Fig. 1: signal wires on met1
Scale bar: 50 um. Supply wires on this layer in grey.
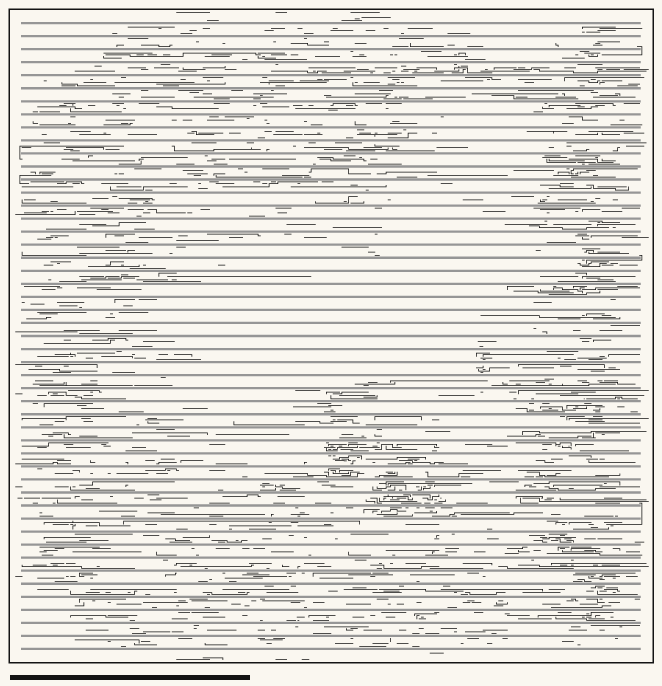
Fig. 2: signal wires on met2
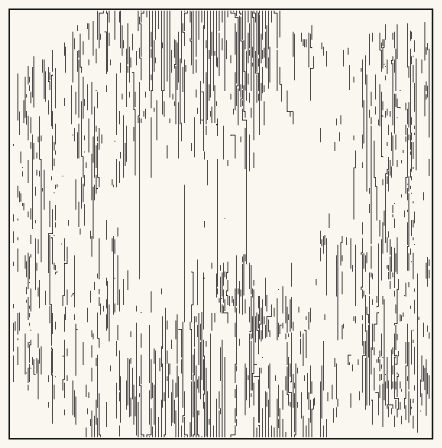
File: config.mk
export PLATFORM = sky130hd
export DESIGN_NAME = mem_port_arbiter
export DESIGN_NICKNAME = d
export VERILOG_FILES = /design/src/rtl/mem_port_arbiter_pkg.sv /design/src/rtl/mem_arb_priority.sv /design/src/rtl/mem_port_arbiter.sv
export SDC_FILE = /design/constraint.sdc
export NUM_CORES = 1
export LEC_CHECK = 0
export CORE_AREA = 2 2 132 134
export CTS_CLUSTER_DIAMETER = 30
export DETAILED_ROUTE_END_ITERATION = 7
export DIE_AREA = 0 0 134 136
export PLACE_DENSITY = 0.69
export SLEW_MARGIN = 40
export SYNTH_ARGS = -nofsm -noshare
export SYNTH_HDL_FRONTEND = slang
export SYNTH_SLANG_ARGS = --single-unit
File: constraint.sdc
create_clock -name clk -period 1.99 [get_ports clk]
set_input_delay 0.597 -clock clk [delete_from_list [all_inputs] [get_ports clk]]
set_output_delay 0.597 -clock clk [all_outputs]
set_load 0.02 [all_outputs]
File: src/rtl/mem_port_arbiter_pkg.sv
// Shared types and constants for the unified I/D memory port arbiter.
package mem_port_arbiter_pkg;

    localparam int unsigned DEF_ADDR_W = 32;
    localparam int unsigned DEF_DATA_W = 32;

    localparam logic PORT_I = 1'b0;
    localparam logic PORT_D = 1'b1;

    typedef enum logic [2:0] {
        ST_IDLE    = 3'd0,
        ST_ISSUE_I = 3'd1,
        ST_ISSUE_D = 3'd2,
        ST_WAIT_I  = 3'd3,
        ST_WAIT_D  = 3'd4
    } arb_state_e;

endpackage

File: src/rtl/mem_arb_priority.sv
// Combinational grant decision: D over I, unless I has been starved long enough.
module mem_arb_priority
    import mem_port_arbiter_pkg::*;
#(
    parameter int unsigned STARVE_LIMIT = 4,
    parameter int unsigned CNT_W        = 3
) (
    input  logic             i_req,
    input  logic             d_req,
    input  logic             i_flush,
    input  logic [CNT_W-1:0] starve_cnt,
    output logic             grant_i_c,
    output logic             grant_d_c
);

    logic starve_hit;

    assign starve_hit = i_req && (starve_cnt == CNT_W'(STARVE_LIMIT));
    assign grant_d_c  = d_req && !starve_hit;
    // A fetch being redirected this cycle must not be issued.
    assign grant_i_c  = !grant_d_c && i_req && !i_flush;

endmodule

File: src/rtl/mem_port_arbiter.sv
// Shares one single-ported, variable-latency memory between fetch (I) and data (D)
// ports with one outstanding transaction at a time.
module mem_port_arbiter
    import mem_port_arbiter_pkg::*;
#(
    parameter int unsigned ADDR_W       = DEF_ADDR_W,
    parameter int unsigned DATA_W       = DEF_DATA_W,
    parameter int unsigned STARVE_LIMIT = 4
) (
    input  logic              clk,
    input  logic              reset,
    input  logic              i_req,
    input  logic [ADDR_W-1:0] i_addr,
    input  logic              i_flush,
    output logic              i_resp_valid,
    output logic [DATA_W-1:0] i_rdata,
    output logic              i_stall,
    input  logic              d_req,
    input  logic              d_we,
    input  logic [ADDR_W-1:0] d_addr,
    input  logic [DATA_W-1:0] d_wdata,
    output logic              d_resp_valid,
    output logic [DATA_W-1:0] d_rdata,
    output logic              d_stall,
    output logic              mem_req_valid,
    output logic              mem_we,
    output logic [ADDR_W-1:0] mem_addr,
    output logic [DATA_W-1:0] mem_wdata,
    input  logic              mem_resp_valid,
    input  logic [DATA_W-1:0] mem_rdata,
    output logic              proto_err
);

    localparam int unsigned CNT_W = $clog2(STARVE_LIMIT + 1);

    arb_state_e       state, state_nxt;
    logic [CNT_W-1:0] starve_cnt, starve_cnt_nxt;
    logic             flush_pend, flush_pend_nxt;
    logic             proto_err_nxt;
    logic             grant_i_c, grant_d_c;
    logic             load_i, load_d;
    logic             done;
    logic             i_done, d_done;
    logic             resp_port;

    mem_arb_priority #(
        .STARVE_LIMIT (STARVE_LIMIT),
        .CNT_W        (CNT_W)
    ) u_priority (
        .i_req      (i_req),
        .d_req      (d_req),
        .i_flush    (i_flush),
        .starve_cnt (starve_cnt),
        .grant_i_c  (grant_i_c),
        .grant_d_c  (grant_d_c)
    );

    assign resp_port = (state == ST_WAIT_D) ? PORT_D : PORT_I;
    assign i_stall   = i_req && !i_resp_valid;
    assign d_stall   = d_req && !d_resp_valid;

    // Next-state, grant bookkeeping and completion decode.
    always_comb begin
        state_nxt      = state;
        starve_cnt_nxt = starve_cnt;
        flush_pend_nxt = flush_pend;
        proto_err_nxt  = proto_err;
        load_i         = 1'b0;
        load_d         = 1'b0;
        done           = 1'b0;
        i_done         = 1'b0;
        d_done         = 1'b0;

        case (state)
            ST_IDLE: begin
                if (grant_d_c) begin
                    state_nxt = ST_ISSUE_D;
                    load_d    = 1'b1;
                end else if (grant_i_c) begin
                    state_nxt = ST_ISSUE_I;
                    load_i    = 1'b1;
                end
                if (!i_req || grant_i_c) begin
                    starve_cnt_nxt = '0;
                end else if (grant_d_c && (starve_cnt != CNT_W'(STARVE_LIMIT))) begin
                    starve_cnt_nxt = starve_cnt + CNT_W'(1);
                end
            end
            ST_ISSUE_I: begin
                state_nxt = ST_WAIT_I;
                if (i_flush) flush_pend_nxt = 1'b1;
            end
            ST_ISSUE_D: begin
                state_nxt = ST_WAIT_D;
            end
            ST_WAIT_I, ST_WAIT_D: begin
                if ((state == ST_WAIT_I) && i_flush) flush_pend_nxt = 1'b1;
                if (mem_resp_valid) begin
                    state_nxt = ST_IDLE;
                    done      = 1'b1;
                end
            end
            default: begin
                state_nxt = ST_IDLE;
            end
        endcase

        // A flush arriving with the response still cancels the fetch.
        i_done = done && (resp_port == PORT_I) && !(flush_pend || i_flush);
        d_done = done && (resp_port == PORT_D);

        if (state_nxt == ST_IDLE) flush_pend_nxt = 1'b0;
        if (mem_resp_valid && (state != ST_WAIT_I) && (state != ST_WAIT_D)) begin
            proto_err_nxt = 1'b1;
        end
    end

    // State, command and response registers.
    always_ff @(posedge clk or negedge reset) begin
        if (!reset) begin
            state         <= ST_IDLE;
            starve_cnt    <= '0;
            flush_pend    <= 1'b0;
            proto_err     <= 1'b0;
            mem_req_valid <= 1'b0;
            mem_we        <= 1'b0;
            mem_addr      <= '0;
            mem_wdata     <= '0;
            i_resp_valid  <= 1'b0;
            d_resp_valid  <= 1'b0;
            i_rdata       <= '0;
            d_rdata       <= '0;
        end else begin
            state         <= state_nxt;
            starve_cnt    <= starve_cnt_nxt;
            flush_pend    <= flush_pend_nxt;
            proto_err     <= proto_err_nxt;
            mem_req_valid <= load_i || load_d;
            if (load_d) begin
                mem_we    <= d_we;
                mem_addr  <= d_addr;
                mem_wdata <= d_wdata;
            end else if (load_i) begin
                mem_we    <= 1'b0;
                mem_addr  <= i_addr;
            end
            i_resp_valid <= i_done;
            d_resp_valid <= d_done;
            if (i_done) i_rdata <= mem_rdata;
            // mem_we still holds the completed command's direction here.
            if (d_done && !mem_we) d_rdata <= mem_rdata;
        end
    end

endmodule

==> flow_metrics.env <==
# source this file to load flow results
export IMPL_gr_total_overflow=0
export IMPL_drv_cap=0
export IMPL_yosys_most_used_dff="dfrtp_1"
export IMPL_cts_made_buffers=17
export IMPL_synth_top_area_share_pct=60.83
export IMPL_first_pass_iters=6
export IMPL_yosys_warnings=0
export IMPL_clock_skew_ps=6.434
export IMPL_max_slew_margin_rel_pct=72.37
export IMPL_clockBufferDepth=2
export IMPL_htreeDepth=4
export IMPL_port_buffers=269
export IMPL_top_layer="met4"
export IMPL_top_area_cell="dfrtp_1"
export IMPL_cts_root_buf="clkbuf_16"
export IMPL_wirelength_met1_um=5802
export IMPL_core_um2=16880
export IMPL_finalSetupViolations=0
export IMPL_drive_gt1_share_pct=21.88
export IMPL_initial_core_util_pct=34.13
export IMPL_dieArea_um2=18220
export IMPL_cts_tree="built"
export IMPL_hold_viol=0
export IMPL_whs_ps=104.1
export IMPL_worstPathCellList="clkdlybuf4s50_1 -> nor2b_1 -> buf_2"
export IMPL_crit_family="buffers and inverters"
export IMPL_area_leaders="dfrtp_1, mux2_2, mux2i_1"
export IMPL_ys_seq_share_pct=60.83
export IMPL_finalClockPeriodUsage_pct=98.21
export IMPL_max_freq_mhz=511.7
export IMPL_grt_pass1_wl_um=23410
export IMPL_ys_ff=140
export IMPL_synth_cells_yosys=405
export IMPL_path_buffers=2
export IMPL_crit_required_ps=1390
export IMPL_drv_slew=0
export IMPL_antenna_found_initial=0
export IMPL_path_class="in2out"
export IMPL_grt_max_degree=47
export IMPL_clk_latency_ps=410
export IMPL_wire_per_inst_um=15.96
export IMPL_yosys_cell_types_count=33
export IMPL_dieHeight_um=136
export IMPL_worstMarginPinSlew_ps=414.5
export IMPL_syn_nets=542
export IMPL_status="finished, final reports clean"
export IMPL_crit_fanout=2
Back to the opening pictures, Fig. 1:
longest straight run: 49.2 um
wire length on this layer: 5800 um
main direction: horizontal
Routed Wire Length: 14830 um
met1 usage: 18.54%
Vias: 4249

Back to the opening pictures, Fig. 2:
share of all routed wire: 51%
wire length on this layer: 7510 um
longest straight run: 51.3 um
nets with wire on the layer: 744
met2 Track Usage GR: 28.86%

sequential cells by signal, summed over array words and instances (netlist names):
signal / count
starve_cnt: 3
proto_err: 1
d_resp_valid: 1
mem_wdata: 32
d_rdata: 32
i_rdata: 32
mem_req_valid: 1
mem_addr: 32
flush_pend: 1
i_resp_valid: 1
state: 3
mem_we: 1
stage by stage:
stage          area [um^2]  instances
3_3_place_gp          8822        897
5_1_grt               9422        929
2_1_floorplan         5759        405
4_1_cts               9299        929
6_report              9422        929
3_5_place_dp          8822        897
layout make-up:
class                           count  area [um^2]
Multi-Input combinational cell    237         2058
Sequential cell                   140         3503
Clock buffer                       17        425.4
Fill cell                        1392         7455
Timing Repair Buffer              289         2969
Tap cell                          225        281.5
Inverter                            6        22.52
Clock inverter                     15        161.4
layout by cell type, fill, tap and decap left out, types with 4 or more instances in the layout:
master           instances
buf_12                   9
o21ai_0                  5
dlygate4sd2_1           80
clkbuf_16               17
dfrtp_1                140
clkdlybuf4s50_1        137
inv_6                    5
inv_1                    6
nand2_1                  8
mux2i_1                 32
mux2_4                  20
mux2_2                  74
a21oi_1                 35
buf_4                   11
nor2_1                  34
dlymetal6s2s_1          49
clkinvlp_4               4
timing repair:
| item | in CTS | in global routing |
|---|---|---|
| gates resized | 88 | 49 |
| setup endpoints to repair | 82 | 49 |
| setup buffers | 0 | 0 |
kinds of logic after synthesis:
family / Yosys count / share of synthesized area (%)
simple gates: 61 / 5.258
compound gates: 46 / 4.280
mux: 128 / 25.64
fa+ha+maj: 2 / 0.4344
flops: 140 / 60.83
buf+inv: 28 / 3.563
worst reg2reg max path: stages (launching register included):
cell      delay, ps
dfrtp_1         500
nor3_4          370
nand3b_1        200
buf_12          240
mux2i_1         210
a21oi_1          90
final timing paths:
check                           from       endpoint  slack (ps)  depth (start not counted)
max                            i_req        i_stall          40                          3
min                            reset   mem_addr[16]         100                          1
max reg2reg                 state[1]   mem_addr[16]         270                          5
min reg2reg                proto_err      proto_err         450                          1
max in group asynchronous      reset  starve_cnt[2]        1290                          2
min in group clk           proto_err      proto_err         450                          1
where the power goes:
part           switching [mW]  internal [mW]  total (mW)  leakage, nW
Clock                    1.24           1.86        3.10        0.277
Combinational            3.44           3.35        6.78         2.94
Sequential              0.742           4.22        4.96         1.70
Total                    5.42           9.43        14.8         4.92
layer usage:
layer | up-vias | global-route usage, %
li1 | 1994 | -
met1 | 2064 | 18.54
met2 | 182 | 28.86
met3 | 9 | 6.189
met4 | 0 | 4.905
met5 | - | 0
Power and IR drop assume default switching activity.
